[src/rtl/ni_packetizer.sv]
// Local-port injection stage: turns a packet descriptor plus a payload-word stream
// into HEAD/BODY/TAIL (or HEADTAIL) flits on one allocated VC, with per-VC on/off backpressure.

package ni_packetizer_pkg;

    localparam int VC_NUM            = 4;
    localparam int VC_SIZE           = $clog2(VC_NUM);
    localparam int DEST_ADDR_SIZE_X  = 4;
    localparam int DEST_ADDR_SIZE_Y  = 4;
    localparam int FLIT_DATA_SIZE    = 16;
    localparam int HEAD_PAYLOAD_SIZE = FLIT_DATA_SIZE - DEST_ADDR_SIZE_X - DEST_ADDR_SIZE_Y;

    typedef enum logic [1:0] {
        HEAD     = 2'b00,
        BODY     = 2'b01,
        TAIL     = 2'b10,
        HEADTAIL = 2'b11
    } flit_label_t;

    typedef struct packed {
        logic [DEST_ADDR_SIZE_X-1:0]  x_dest;
        logic [DEST_ADDR_SIZE_Y-1:0]  y_dest;
        logic [HEAD_PAYLOAD_SIZE-1:0] head_pl;
    } head_data_t;

    typedef union packed {
        head_data_t                head_data;
        logic [FLIT_DATA_SIZE-1:0] bt_pl;
    } flit_data_t;

    typedef struct packed {
        flit_label_t          flit_label;
        logic [VC_SIZE-1:0]   vc_id;
        flit_data_t           data;
    } flit_t;

endpackage

module ni_packetizer
    import ni_packetizer_pkg::*;
#(
    parameter int MAX_PKT_FLITS = 8,
    parameter int ALLOC_HOLD    = 2
) (
    input  logic                                 clk,
    input  logic                                 rst,
    input  logic                                 pkt_valid_i,
    output logic                                 pkt_ready_o,
    input  logic [DEST_ADDR_SIZE_X-1:0]          x_dest_i,
    input  logic [DEST_ADDR_SIZE_Y-1:0]          y_dest_i,
    input  logic [$clog2(MAX_PKT_FLITS+1)-1:0]   pkt_size_i,
    input  logic                                 pl_valid_i,
    output logic                                 pl_ready_o,
    input  logic [FLIT_DATA_SIZE-1:0]            pl_data_i,
    output flit_t                                data_o,
    output logic                                 valid_flit_o,
    input  logic [VC_NUM-1:0]                    on_off_i,
    input  logic [VC_NUM-1:0]                    vc_allocatable_i,
    output logic                                 busy_o,
    output logic                                 error_o
);

    localparam int SIZE_W = $clog2(MAX_PKT_FLITS + 1);
    localparam int HOLD_W = (ALLOC_HOLD > 0) ? $clog2(ALLOC_HOLD + 1) : 1;
    localparam logic [SIZE_W-1:0] MAX_SIZE = SIZE_W'(MAX_PKT_FLITS);

    typedef enum logic [1:0] {
        IDLE  = 2'b00,
        ALLOC = 2'b01,
        SEND  = 2'b10
    } state_t;

    state_t                      state_reg, state_next;
    logic [DEST_ADDR_SIZE_X-1:0] x_reg;
    logic [DEST_ADDR_SIZE_Y-1:0] y_reg;
    logic [SIZE_W-1:0]           size_reg;
    logic [SIZE_W-1:0]           cnt_reg;
    logic [VC_SIZE-1:0]          cur_vc_reg;
    logic [VC_NUM-1:0]           mask_reg;
    logic [HOLD_W-1:0]           hold_reg;
    flit_t                       data_reg;
    logic                        valid_reg;
    logic                        error_reg;

    logic                        size_zero, size_over;
    logic [SIZE_W-1:0]           size_fixed;
    logic [VC_NUM-1:0]           eligible, grant;
    logic [VC_NUM:0]             found_below;
    logic [VC_SIZE-1:0]          grant_idx;
    logic                        any_eligible;
    logic                        pl_ready, handshake, last_flit;
    flit_t                       flit_next;

    // Descriptor sanitising: empty packets become one flit, oversize ones are clamped.
    assign size_zero  = (pkt_size_i == '0);
    assign size_over  = (pkt_size_i > MAX_SIZE);
    assign size_fixed = size_zero ? SIZE_W'(1) : (size_over ? MAX_SIZE : pkt_size_i);

    // Lowest-index eligible VC via a ripple "someone below already won" chain.
    assign found_below[0] = 1'b0;
    for (genvar gi = 0; gi < VC_NUM; gi++) begin : g_pick
        assign eligible[gi]       = vc_allocatable_i[gi] & ~mask_reg[gi];
        assign grant[gi]          = eligible[gi] & ~found_below[gi];
        assign found_below[gi+1]  = found_below[gi] | eligible[gi];
    end
    assign any_eligible = found_below[VC_NUM];

    always_comb begin
        grant_idx = '0;
        for (int v = 0; v < VC_NUM; v++) begin
            if (grant[v]) begin
                grant_idx = VC_SIZE'(v);
            end
        end
    end

    assign last_flit = (cnt_reg == size_reg - 1'b1);

    always_comb begin
        flit_next       = '0;
        flit_next.vc_id = cur_vc_reg;
        if (cnt_reg == '0) begin
            flit_next.flit_label             = (size_reg == SIZE_W'(1)) ? HEADTAIL : HEAD;
            flit_next.data.head_data.x_dest  = x_reg;
            flit_next.data.head_data.y_dest  = y_reg;
            flit_next.data.head_data.head_pl = pl_data_i[HEAD_PAYLOAD_SIZE-1:0];
        end else begin
            flit_next.flit_label = last_flit ? TAIL : BODY;
            flit_next.data.bt_pl = pl_data_i;
        end
    end

    always_ff @(posedge clk) begin
        if (rst) begin
            state_reg <= IDLE;
        end else begin
            state_reg <= state_next;
        end
    end

    always_comb begin
        state_next  = state_reg;
        pkt_ready_o = 1'b0;
        pl_ready    = 1'b0;
        handshake   = 1'b0;
        case (state_reg)
            IDLE: begin
                pkt_ready_o = 1'b1;
                if (pkt_valid_i) begin
                    state_next = ALLOC;
                end
            end
            ALLOC: begin
                if (any_eligible) begin
                    state_next = SEND;
                end
            end
            SEND: begin
                pl_ready  = on_off_i[cur_vc_reg];
                handshake = pl_valid_i & pl_ready;
                if (handshake && last_flit) begin
                    state_next = IDLE;
                end
            end
            default: begin
                state_next = IDLE;
            end
        endcase
    end

    always_ff @(posedge clk) begin
        if (rst) begin
            x_reg      <= '0;
            y_reg      <= '0;
            size_reg   <= '0;
            cnt_reg    <= '0;
            cur_vc_reg <= '0;
            mask_reg   <= '0;
            hold_reg   <= '0;
            data_reg   <= '0;
            valid_reg  <= 1'b0;
            error_reg  <= 1'b0;
        end else begin
            valid_reg <= 1'b0;
            error_reg <= 1'b0;

            if (hold_reg != '0) begin
                hold_reg <= hold_reg - 1'b1;
                if (hold_reg == HOLD_W'(1)) begin
                    mask_reg <= '0;
                end
            end

            case (state_reg)
                IDLE: begin
                    if (pkt_valid_i) begin
                        x_reg     <= x_dest_i;
                        y_reg     <= y_dest_i;
                        size_reg  <= size_fixed;
                        cnt_reg   <= '0;
                        error_reg <= size_zero | size_over;
                    end
                end
                ALLOC: begin
                    if (any_eligible) begin
                        cur_vc_reg <= grant_idx;
                    end
                end
                SEND: begin
                    if (handshake) begin
                        data_reg  <= flit_next;
                        valid_reg <= 1'b1;
                        if (last_flit) begin
                            cnt_reg <= '0;
                            // Keep the just-finished VC out of the next allocation briefly.
                            if (ALLOC_HOLD > 0) begin
                                mask_reg <= VC_NUM'(1) << cur_vc_reg;
                                hold_reg <= HOLD_W'(ALLOC_HOLD);
                            end
                        end else begin
                            cnt_reg <= cnt_reg + 1'b1;
                        end
                    end
                end
                default: begin
                end
            endcase
        end
    end

    assign data_o       = data_reg;
    assign valid_flit_o = valid_reg;
    assign pl_ready_o   = pl_ready;
    assign busy_o       = (state_reg != IDLE);
    assign error_o      = error_reg;

endmodule

[config.mk]
export PLATFORM = sky130hd
export DESIGN_NAME = ni_packetizer
export DESIGN_NICKNAME = d
export VERILOG_FILES = /design/src/rtl/ni_packetizer.sv
export SDC_FILE = /design/constraint.sdc
export NUM_CORES = 1
export LEC_CHECK = 0
export ABC_AREA = 1
export CORE_UTILIZATION = 50
export DETAILED_ROUTE_END_ITERATION = 10
export PLACE_DENSITY = 0.84
export SLEW_MARGIN = 20
export SYNTH_ARGS = -nofsm -noshare
export SYNTH_HDL_FRONTEND = slang
export SYNTH_SLANG_ARGS = --single-unit
[constraint.sdc]
create_clock -name clk -period 3.5 [get_ports clk]
set_input_delay 0.525 -clock clk [delete_from_list [all_inputs] [get_ports clk]]
set_output_delay 0.525 -clock clk [all_outputs]
set_load 0.02 [all_outputs]
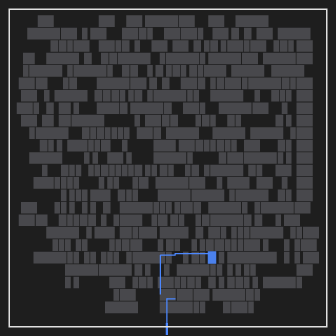
Figure 1: run 1, I/O nets highlighted.
pl_ready_o -> blue  # bits 1, direction output, end cells 1, buffers 1, wire 26.9 um

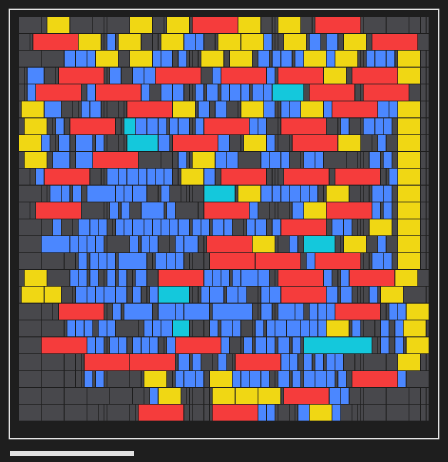
Figure 2: run 1, placement by cell class.
Bar = 20 um. Fill, decap, tap and diode cells in grey.
clock drivers and dummy loads -> cyan  # cells 8, share of their area 3.8%
remaining buffers and delay cells -> yellow  # cells 65, share of their area 22%
combinational and other logic -> blue  # cells 273, share of their area 41%
sequential cells -> red  # cells 48, share of their area 33%
final instance area: 3010 um2
Layout Utilization: 69.5%
number of rows created at floorplan: 24
core region area: 4320 um2

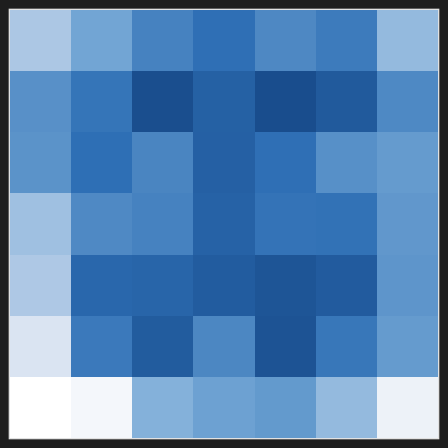
Figure 3: run 1, cell area per tile.
7 x 7 tiles, from white (low) to dark blue (high), 0 to 100% covered.
mean over tiles = 62%
tiles over 75% full = 27%
emptiest ninth of the die = bottom left
fullest tile = 88%
nearly empty tiles = 2.0%
Starting Density: 52.0%

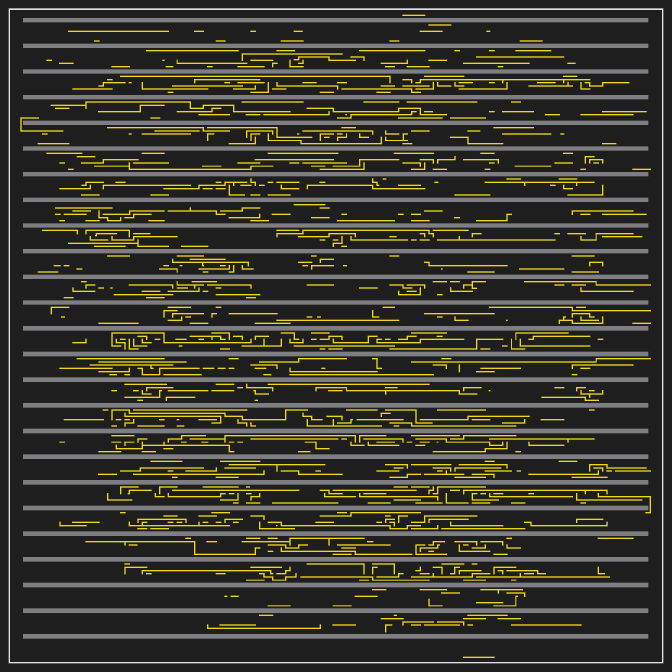
Figure 4: run 1, the metal 1 layer.
Supply wires on this layer in grey.
share of all routed wire = 46%
nets with wire on the layer = 396
wire length on this layer = 2430 um
longest straight run = 28.5 um

==> flow.log, run 1 <==
[report] extracting results
INFO  metric layout_top_cells = sky130_fd_sc_hd__nand2_1 (115), sky130_fd_sc_hd__clkdlybuf4s50_1 (64), sky130_fd_sc_hd__dfxtp_1 (48)
INFO  metric ioPinCount = about 65
INFO  metric groute.layer.met1.usage = 29.5%
INFO  metric layout_worst_path_cycle_share = roughly 72%
INFO  metric cts.sinks = ~48
INFO  metric mux_area_share = 0%
INFO  metric port_buffers = 64
INFO  metric die-area = approximately 4800 um2
INFO  metric rr_worst_depth = 11
INFO  metric worstSetupEndpoint = pl_ready_o
INFO  metric synth.cellmix.xorXnorShare = 0%
INFO  metric synthAdderAreaFrac = under 10%
INFO  metric buffer_area_share = between 20% and 30%
INFO  metric power.share.sequential = a little under half
INFO  metric timing.final.ws_setup = between 900 and 1000 ps
INFO  metric fin_total_pwr = roughly 0.0013 W
INFO  metric mostFrequentLayoutCell = sky130_fd_sc_hd__nand2_1
INFO  metric cts_tree = built
INFO  metric detail_route.iter0.violations = roughly 220
INFO  metric post_drt_via_cell_ratio = 4.99
INFO  metric worst_slew_pin_slew = between 700 and 800 ps
INFO  metric cts_resized = 0
INFO  metric syn-cell-area = 2250 um2
INFO  metric pin_count_of_the_biggest_net_entering_global_routing = 31
INFO  metric holdCritPathClass = flop to flop
INFO  metric run_status = complete, no violations
INFO  metric comb_power = about 0.00028 W
INFO  metric max_clock_buf_depth = 2
INFO  metric postSynthCellCount = approximately 330
INFO  metric clock_area_share = about 3.7%
INFO  metric post-dp-hpwl = roughly 3600 um
INFO  metric synth_area_leader_cell = sky130_fd_sc_hd__dfxtp_1
INFO  metric netSwitchingPower = approximately 0.00037 W
INFO  metric layout.area.top_class = combinational gates
INFO  metric met3_wirelength = between 200 and 300 um
[run 1: critical path, cell delays in order]
cell                              delay (ps)
sky130_fd_sc_hd__clkdlybuf4s50_1         460
sky130_fd_sc_hd__nand2_1                  50
sky130_fd_sc_hd__nand2_1                  80
sky130_fd_sc_hd__nand2_1                  80
sky130_fd_sc_hd__a21oi_1                 190
sky130_fd_sc_hd__clkdlybuf4s50_1         630
[run 1: synth_stat cells]
master / n
sky130_fd_sc_hd__clkbuf_1: 6
sky130_fd_sc_hd__nand3_2: 1
sky130_fd_sc_hd__a21oi_1: 40
sky130_fd_sc_hd__dfxtp_1: 48
sky130_fd_sc_hd__a211oi_1: 4
sky130_fd_sc_hd__inv_4: 1
sky130_fd_sc_hd__buf_1: 1
sky130_fd_sc_hd__nor3_1: 1
sky130_fd_sc_hd__buf_4: 2
sky130_fd_sc_hd__inv_2: 2
sky130_fd_sc_hd__nor2_4: 1
sky130_fd_sc_hd__nand3_4: 1
sky130_fd_sc_hd__ha_1: 4
sky130_fd_sc_hd__buf_2: 1
sky130_fd_sc_hd__a22oi_1: 2
sky130_fd_sc_hd__nand2_2: 1
sky130_fd_sc_hd__inv_1: 35
sky130_fd_sc_hd__nand3_1: 14
sky130_fd_sc_hd__buf_6: 2
sky130_fd_sc_hd__o21a_1: 2
sky130_fd_sc_hd__nand2_1: 115
sky130_fd_sc_hd__a31oi_1: 1
sky130_fd_sc_hd__nor2_1: 28
sky130_fd_sc_hd__nor2_2: 1
sky130_fd_sc_hd__o21ai_0: 19
[run 1: cells by family (layout without fill, tap and decap cells)]
kind of cell,count (synthesis),count (layout)
fa+ha+maj,4,4
flops,48,48
compound gates,68,68
simple gates,163,163
buf+inv,50,111
--- run 2 (diff from run 1) ---
Settings changed: CORE_UTILIZATION 50 to 43, PLACE_DENSITY 0.84 to 0.76.
Clock period 3.5 ns to 2.2 ns, I/O delays scaled along.
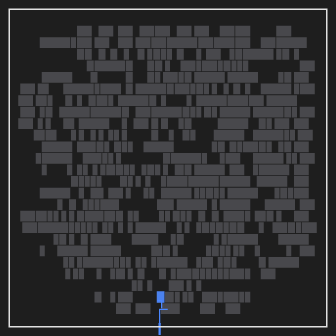
Figure 5: run 2, I/O nets highlighted.
pl_ready_o -> blue  # bits 1, direction output, end cells 1, buffers 1, wire 8.00 um
number of buffers inserted by port buffering: 64
top-level port count: 65

==> flow.log, run 2 <==
[report] extracting results
INFO  metric ys.flop_type = sky130_fd_sc_hd__dfxtp_1
INFO  metric critical-path-max-stage-delay = ~400 ps
INFO  metric dp_slack = about 110 ps
INFO  metric clk-insertion-delay-late = slightly above 300 ps
INFO  metric critPathArrivalTime = about 2100 ps
INFO  metric dp_cells = 455
INFO  metric path_buffers = 2
INFO  metric crit_family = simple AND/OR/NAND/NOR gates
INFO  metric seq_area = roughly 960 um2
INFO  metric ir_drop = ~370 uV
INFO  metric numCtsBuffers = 5
INFO  metric finalClockSkew = 8.20 ps
INFO  metric grt_pass1_wl = between 8000 and 9000 um
INFO  metric async_reset_ff_share = 0%
INFO  metric endpoint_kind = flop
INFO  metric power.density_cell_area = approximately 640 nW/um2
INFO  metric grt_usage = approximately a fifth
INFO  metric areaGrowthSynthToFinish = 34.5%
INFO  metric final.setup.tns = 0 ps
INFO  metric finalHoldViolCount = 0
INFO  metric cp_slowest_cell = sky130_fd_sc_hd__dfxtp_1
INFO  metric timing.final.ws_setup = about 340 ps
INFO  metric syn-cell-area = roughly 2200 um2
INFO  metric synth_area_leader_cell = sky130_fd_sc_hd__dfxtp_1
INFO  metric ys_area = between 2000 and 2500 um2
INFO  metric mostFrequentLayoutCell = sky130_fd_sc_hd__nand2_1
INFO  metric ys_ff = 48
INFO  metric worst_slew_pin_slew = around 540 ps
INFO  metric netSwitchingFraction = 30.0%
INFO  metric worst_setup_path_start_kind = flop
INFO  metric postSynthCellCount = roughly 330
INFO  metric timing.fmax = around 540 MHz
INFO  metric post-route-drc-count = 0
INFO  metric cts_max_level = 2
INFO  metric slew-limit-headroom = about 64%
INFO  metric final_area = approximately 3000 um2
INFO  metric vias = roughly 2200
INFO  metric layout_worst_path_cycle_share = a little over four fifths
INFO  metric route.antenna.remaining_nets = 0
INFO  metric cts_tree = built
INFO  metric fp-row-count = 25
INFO  metric run_status = complete, no violations
INFO  metric layout_top_cells = sky130_fd_sc_hd__nand2_1 (115), sky130_fd_sc_hd__clkdlybuf4s50_1 (63), sky130_fd_sc_hd__dfxtp_1 (48)
INFO  metric rsz_0062_raised_after_global_routing = false
INFO  metric holdCritPathClass = flop to flop
INFO  metric yosysTopAreaCellShare = between 40% and 50%
INFO  metric mappedNetlistNets = approximately 380
INFO  metric syn_avg_cell_area = approximately 6.8 um2
INFO  metric period_minus_slack = 1860 ps
INFO  metric floorplan.core_area = just under 5000 um2
INFO  metric intPower = 0.00136 W
INFO  metric comb_power_share = between 20% and 30%
INFO  metric post_synth_num_cell_types = 25
INFO  metric pin_count_of_the_biggest_net_entering_global_routing = 30
INFO  metric post_drt_via_cell_ratio = about 4.7
INFO  metric die_w = about 74 um
INFO  metric fin_total_pwr = just under 0.002 W
INFO  metric fraction_of_layout_instances_using_a_drive_strength_above_1 = 4.80%
INFO  metric leakagePower = between 1 and 1.5 nW
INFO  metric maxCapViolations = 0
INFO  metric clkSlewWorstSetupHoldPaths = 90 ps
INFO  metric antenna_cells = 0
INFO  metric timing.rr.start = size_reg[0]
INFO  metric fillerInstances = between 400 and 500
INFO  metric detail_route.iter0.violations = ~170
INFO  metric die-area = roughly 5500 um2
INFO  metric max_clock_buf_depth = 2
INFO  metric post_synth_edffs = 0
INFO  metric final_max_slew_viol_count = 0
INFO  metric crit_path_cell_trace = inv_1, ha_1, inv_1, nand2_1, nand3_1, nor2_1, nand2_1, nor2_4, nor2_1, nor2_1
INFO  metric netSwitchingPower = 0.000583 W
INFO  metric crit_path_frequent_cell = sky130_fd_sc_hd__nor2_1
INFO  metric layout.cells.non_filler = ~460
INFO  metric post-dp-hpwl = around 3700 um
INFO  metric floorplanUtilization = between 40% and 50%
INFO  metric share_clk_of_total_power = between 20% and 30%
INFO  metric power.share.sequential = about half
INFO  metric synth_top_cell_by_count = sky130_fd_sc_hd__nand2_1
INFO  metric post_drt_wl_per_cell = around 11 um
INFO  metric ys_top_cells_by_count = sky130_fd_sc_hd__nand2_1 (115), sky130_fd_sc_hd__dfxtp_1 (48), sky130_fd_sc_hd__a21oi_1 (40)
INFO  metric synth-cells-yosys = roughly 330
INFO  metric cts.sinks = 48
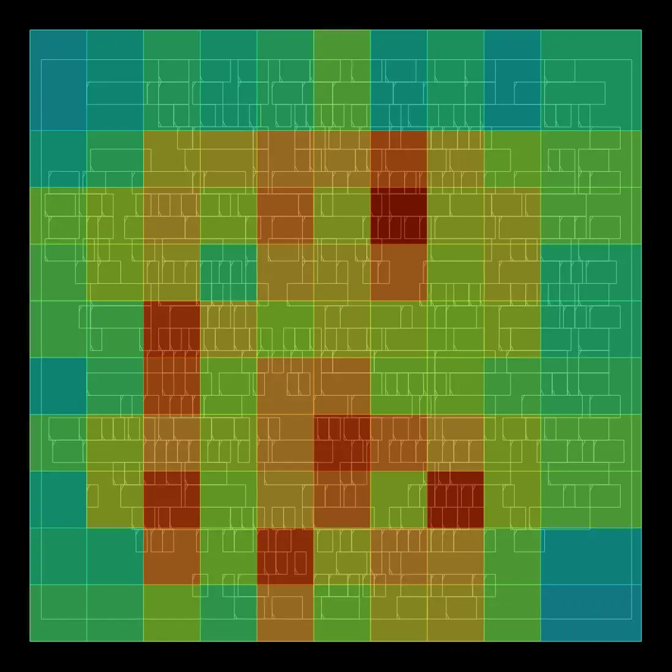
Figure 6: run 2, congestion heat map.
Layout Utilization: 62.0%
most congested layer reported by global routing: met2
fraction of met3 tracks used by global routing: 5.69%

==> run 2: cell counts after synthesis <==
No cell type changed its count.
==> run 2: power by group through the flow <==
stage | Sequential (W) | Combinational, W | Clock [W]
2_1_floorplan | 0.000975 | 0.000271 | 0
3_3_place_gp | 0.000968 | 0.000434 | 0
3_5_place_dp | 0.000969 | 0.000441 | 0
4_1_cts | 0.000949 | 0.000443 | 0.000574
5_1_grt | 0.000956 | 0.000504 | 0.000611
6_report | 0.000949 | 0.000440 | 0.000558
==> run 2: worst paths after layout <==
kind,cells after the start,slack [ps],endpoint
setup / recovery,10,340,mask_reg[3]
hold reg to reg,2,450,x_reg[3]
hold / removal,2,450,x_reg[3]
setup reg to reg,10,340,mask_reg[3]
==> run 2: cells by family (layout without fill, tap and decap cells) <==
kind of cell	count (synthesis)	count (layout)	synth area share, %
AND-OR/OR-AND	68	68	16.1
AND/OR/NAND/NOR	163	163	29.5
buffers and inverters	50	113	9.51
flip-flops	48	48	42.7
adder cells (fa/ha/maj)	4	4	2.22
==> run 2: cell type report <==
cell class / count / area share, %
clock inverter: 2 / 0.455
clock buffer: 6 / 2.73
tap: 67 / 2.77
multi-input combinational: 235 / 35.5
timing repair buffer: 67 / 22.0
inverter: 38 / 4.80
sequential: 48 / 31.7
==> run 2: repair_timing <==
action | 4_1_cts | 5_1_grt
gates resized | 0 | 1
setup endpoints to repair | 0 | 1
hold buffers | 0 | 0
==> run 2: routing by layer <==
metal  vias to the layer above  GRT usage, %  part of all wire, %
met3                         9          5.69                  6.0
li1                       1177             -                    -
met2                        60          33.8                   47
met1                       933          23.9                   45
met5                         -             0                    0
met4                         0          8.60                  1.9
--- run 3 (diff from run 2) ---
Clock period 2.2 ns to 1.5 ns, I/O delays scaled along.
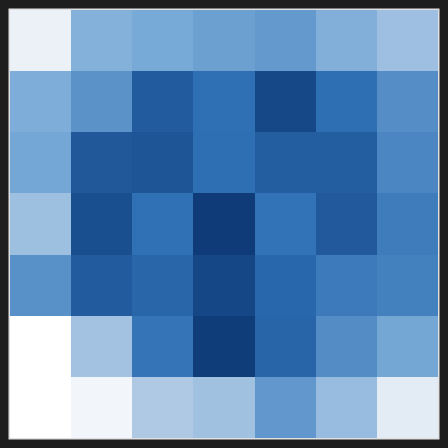
Figure 7: run 3, cell area per tile.
7 x 7 tiles, from white (low) to dark blue (high), 0 to 100% covered.
fullest tile = 95%
nearly empty tiles = 4.1%
emptiest ninth of the die = bottom left
mean over tiles = 60%
tiles over 75% full = 31%
Starting Density: 46.1%
core region area: 4880 um2
Layout Utilization: 69.8%

==> flow.log, run 3 <==
[report] extracting results
INFO  metric run_status = complete, but fails checks
INFO  metric violations = setup timing
INFO  metric die_w = 74.3 um
INFO  metric synth_top_cell_by_count = sky130_fd_sc_hd__nand2_1
INFO  metric ir_drop = approximately 480 uV
INFO  metric critPathArrivalTime = about 1800 ps
INFO  metric synth-cells-yosys = approximately 330
INFO  metric worst_setup_path_start_kind = flop
INFO  metric grt_pass1_wl = just under 9000 um
INFO  metric comb_power_share = between 20% and 30%
INFO  metric detail_route.iter0.violations = 174
INFO  metric mostFrequentLayoutCell = sky130_fd_sc_hd__nand2_1
INFO  metric post_synth_edffs = 0
INFO  metric power.share.sequential = between 40 and 50%
INFO  metric dp_cells = approximately 480
INFO  metric global_route.usage.met3 = 4.61%
INFO  metric critical-path-max-stage-delay = around 350 ps
INFO  metric busiest_layer = met2
INFO  metric post_drt_via_cell_ratio = 4.79
INFO  metric finalHoldViolCount = 0
INFO  metric ys.flop_type = sky130_fd_sc_hd__dfxtp_1
INFO  metric antenna_cells = 0
INFO  metric fin_total_pwr = about 0.003 W
INFO  metric cp_slowest_cell = sky130_fd_sc_hd__dfxtp_2
INFO  metric fraction_of_layout_instances_using_a_drive_strength_above_1 = 18.4%
INFO  metric timing.final.ws_setup = -19.0 ps
INFO  metric intPower = roughly 0.0021 W
INFO  metric async_reset_ff_share = 0%
INFO  metric post_drt_wl_per_cell = between 10 and 15 um
INFO  metric cts_tree = built
INFO  metric final.setup.tns = -33.9 ps
INFO  metric slew-limit-headroom = ~80%
INFO  metric post-dp-hpwl = approximately 4100 um
INFO  metric groute.layer.met1.usage = a little over a quarter
INFO  metric areaGrowthSynthToFinish = 51.5%
INFO  metric clkSlewWorstSetupHoldPaths = roughly 90 ps
INFO  metric route.antenna.remaining_nets = 0
INFO  metric numCtsBuffers = 5
INFO  metric final_area = roughly 3400 um2
INFO  metric clk-insertion-delay-late = 300 ps
INFO  metric setup_viol = 4
INFO  metric synth_area_leader_cell = sky130_fd_sc_hd__dfxtp_1
INFO  metric cts.sinks = ~48
INFO  metric grt_usage = 21.1%
INFO  metric crit_family = simple AND/OR/NAND/NOR gates
INFO  metric crit_path_cell_trace = inv_2, nand2_1, nand2_1, nand2_2, buf_4, nand2_4, nand3_4, buf_4, nor2_4, nor2_1, nor2_1
INFO  metric met2_usage = between 30% and 40%
INFO  metric max_clock_buf_depth = 2
INFO  metric critPathKind = flop to flop
INFO  metric power.density_cell_area = roughly 880 nW/um2
INFO  metric die-area = ~5500 um2
INFO  metric total_of_hold_buffers_inserted_after_clock_tree_synthesis = 0
INFO  metric ioPinCount = ~65
INFO  metric ys_area = 2250 um2
INFO  metric layout.cells.non_filler = just under 500
INFO  metric leakagePower = roughly 1.7 nW
INFO  metric layout_worst_path_cycle_share = 101%
INFO  metric post-route-drc-count = 0
INFO  metric netSwitchingPower = ~0.0009 W
INFO  metric period_minus_slack = 1520 ps
INFO  metric timing.fmax = 658 MHz
INFO  metric vias = about 2300
INFO  metric syn-cell-area = about 2200 um2
INFO  metric final_max_slew_viol_count = 0
INFO  metric rsz_0062_raised_after_global_routing = true
INFO  metric postSynthCellCount = ~330
INFO  metric maxCapViolations = 0
INFO  metric post_synth_num_cell_types = 25
INFO  metric syn_avg_cell_area = approximately 6.8 um2
INFO  metric ys_top_cells_by_count = sky130_fd_sc_hd__nand2_1 (115), sky130_fd_sc_hd__dfxtp_1 (48), sky130_fd_sc_hd__a21oi_1 (40)
INFO  metric dp_slack = -388 ps
INFO  metric ys_ff = roughly 48
INFO  metric share_clk_of_total_power = between 20% and 30%
INFO  metric cts_max_level = 2
INFO  metric pin_count_of_the_biggest_net_entering_global_routing = 27
INFO  metric layout_top_cells = sky130_fd_sc_hd__nand2_1 (106), sky130_fd_sc_hd__dfxtp_1 (44), sky130_fd_sc_hd__clkdlybuf4s50_1 (43)
INFO  metric path_buffers = 3
INFO  metric netlist_top_cells_area = sky130_fd_sc_hd__dfxtp_1 (43%), sky130_fd_sc_hd__nand2_1 (19%), sky130_fd_sc_hd__a21oi_1 (8.9%), sky130_fd_sc_hd__inv_1 (5.8%), sky130_fd_sc_hd__nor2_1 (4.7%)
INFO  metric port_buffers = ~64
INFO  metric finalClockSkew = between 3 and 4 ps
INFO  metric holdCritPathClass = flop to flop
INFO  metric fp-row-count = 25
INFO  metric worst_slew_pin_slew = about 290 ps
INFO  metric netSwitchingFraction = between 30 and 40%
INFO  metric endpoint_kind = flop
INFO  metric mappedNetlistNets = 377
INFO  metric yosysTopAreaCellShare = between 40% and 50%
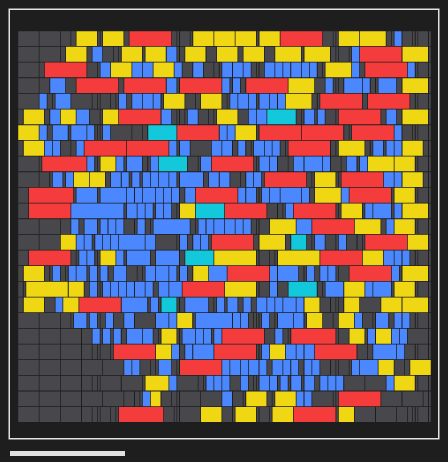
Figure 8: run 3, placement by cell class.
Bar = 20 um. Fill, decap, tap and diode cells in grey.
clock drivers and dummy loads -> cyan  # cells 8, share of their area 2.9%
combinational and other logic -> blue  # cells 273, share of their area 40%
remaining buffers and delay cells -> yellow  # cells 90, share of their area 28%
sequential cells -> red  # cells 48, share of their area 29%

## run 3: cell counts after synthesis
No cell type changed its count.
## run 3: final timing paths
path | startpoint | slack (ps) | end | cells after the start
worst max-delay path | cur_vc_reg[0] | -20 | mask_reg[3] | 11
worst min-delay path | x_reg[1] | 450 | x_reg[1] | 2
worst max register to register | cur_vc_reg[0] | -20 | mask_reg[3] | 11
worst min register to register | x_reg[1] | 450 | x_reg[1] | 2
## run 3: cell type report
cell class	count	area, um2
Multi-Input combinational cell	235	1190
Fill cell	404	1470
Clock buffer	6	82.6
Tap cell	67	83.8
Clock inverter	2	15.0
Timing Repair Buffer	90	920
Sequential cell	48	966
Inverter	38	148
## run 3: cell families (layout without fill, tap and decap cells)
| group | Yosys count | in the layout | share of synthesized area (%) |
|---|---|---|---|
| flops | 48 | 48 | 42.7 |
| fa+ha+maj | 4 | 4 | 2.22 |
| buf+inv | 50 | 136 | 9.51 |
| compound gates | 68 | 68 | 16.1 |
| simple gates | 163 | 163 | 29.5 |
## run 3: layer usage
metal  wire (um)  vias up
met5           0        -
li1            -     1224
met4          56        0
met3         247        5
met2        2850       57
met1        2650     1043
## run 3: power groups by stage
stage	logic [W]	registers (W)	clock network [W]
global route	0.000906	0.00139	0.000887
CTS	0.000765	0.00138	0.000834
global placement	0.000741	0.00141	0
detailed placement	0.000751	0.00141	0
floorplan	0.000400	0.00143	0
finish	0.000813	0.00138	0.000813
## run 3: repair_timing
item	CTS	global route
hold endpoints to repair	0	0
endpoints found under the setup margin	15	52
pin swaps	4	8
gates resized	20	47
buffers inserted	0	1
Power is estimated from default activity; no workload was simulated.
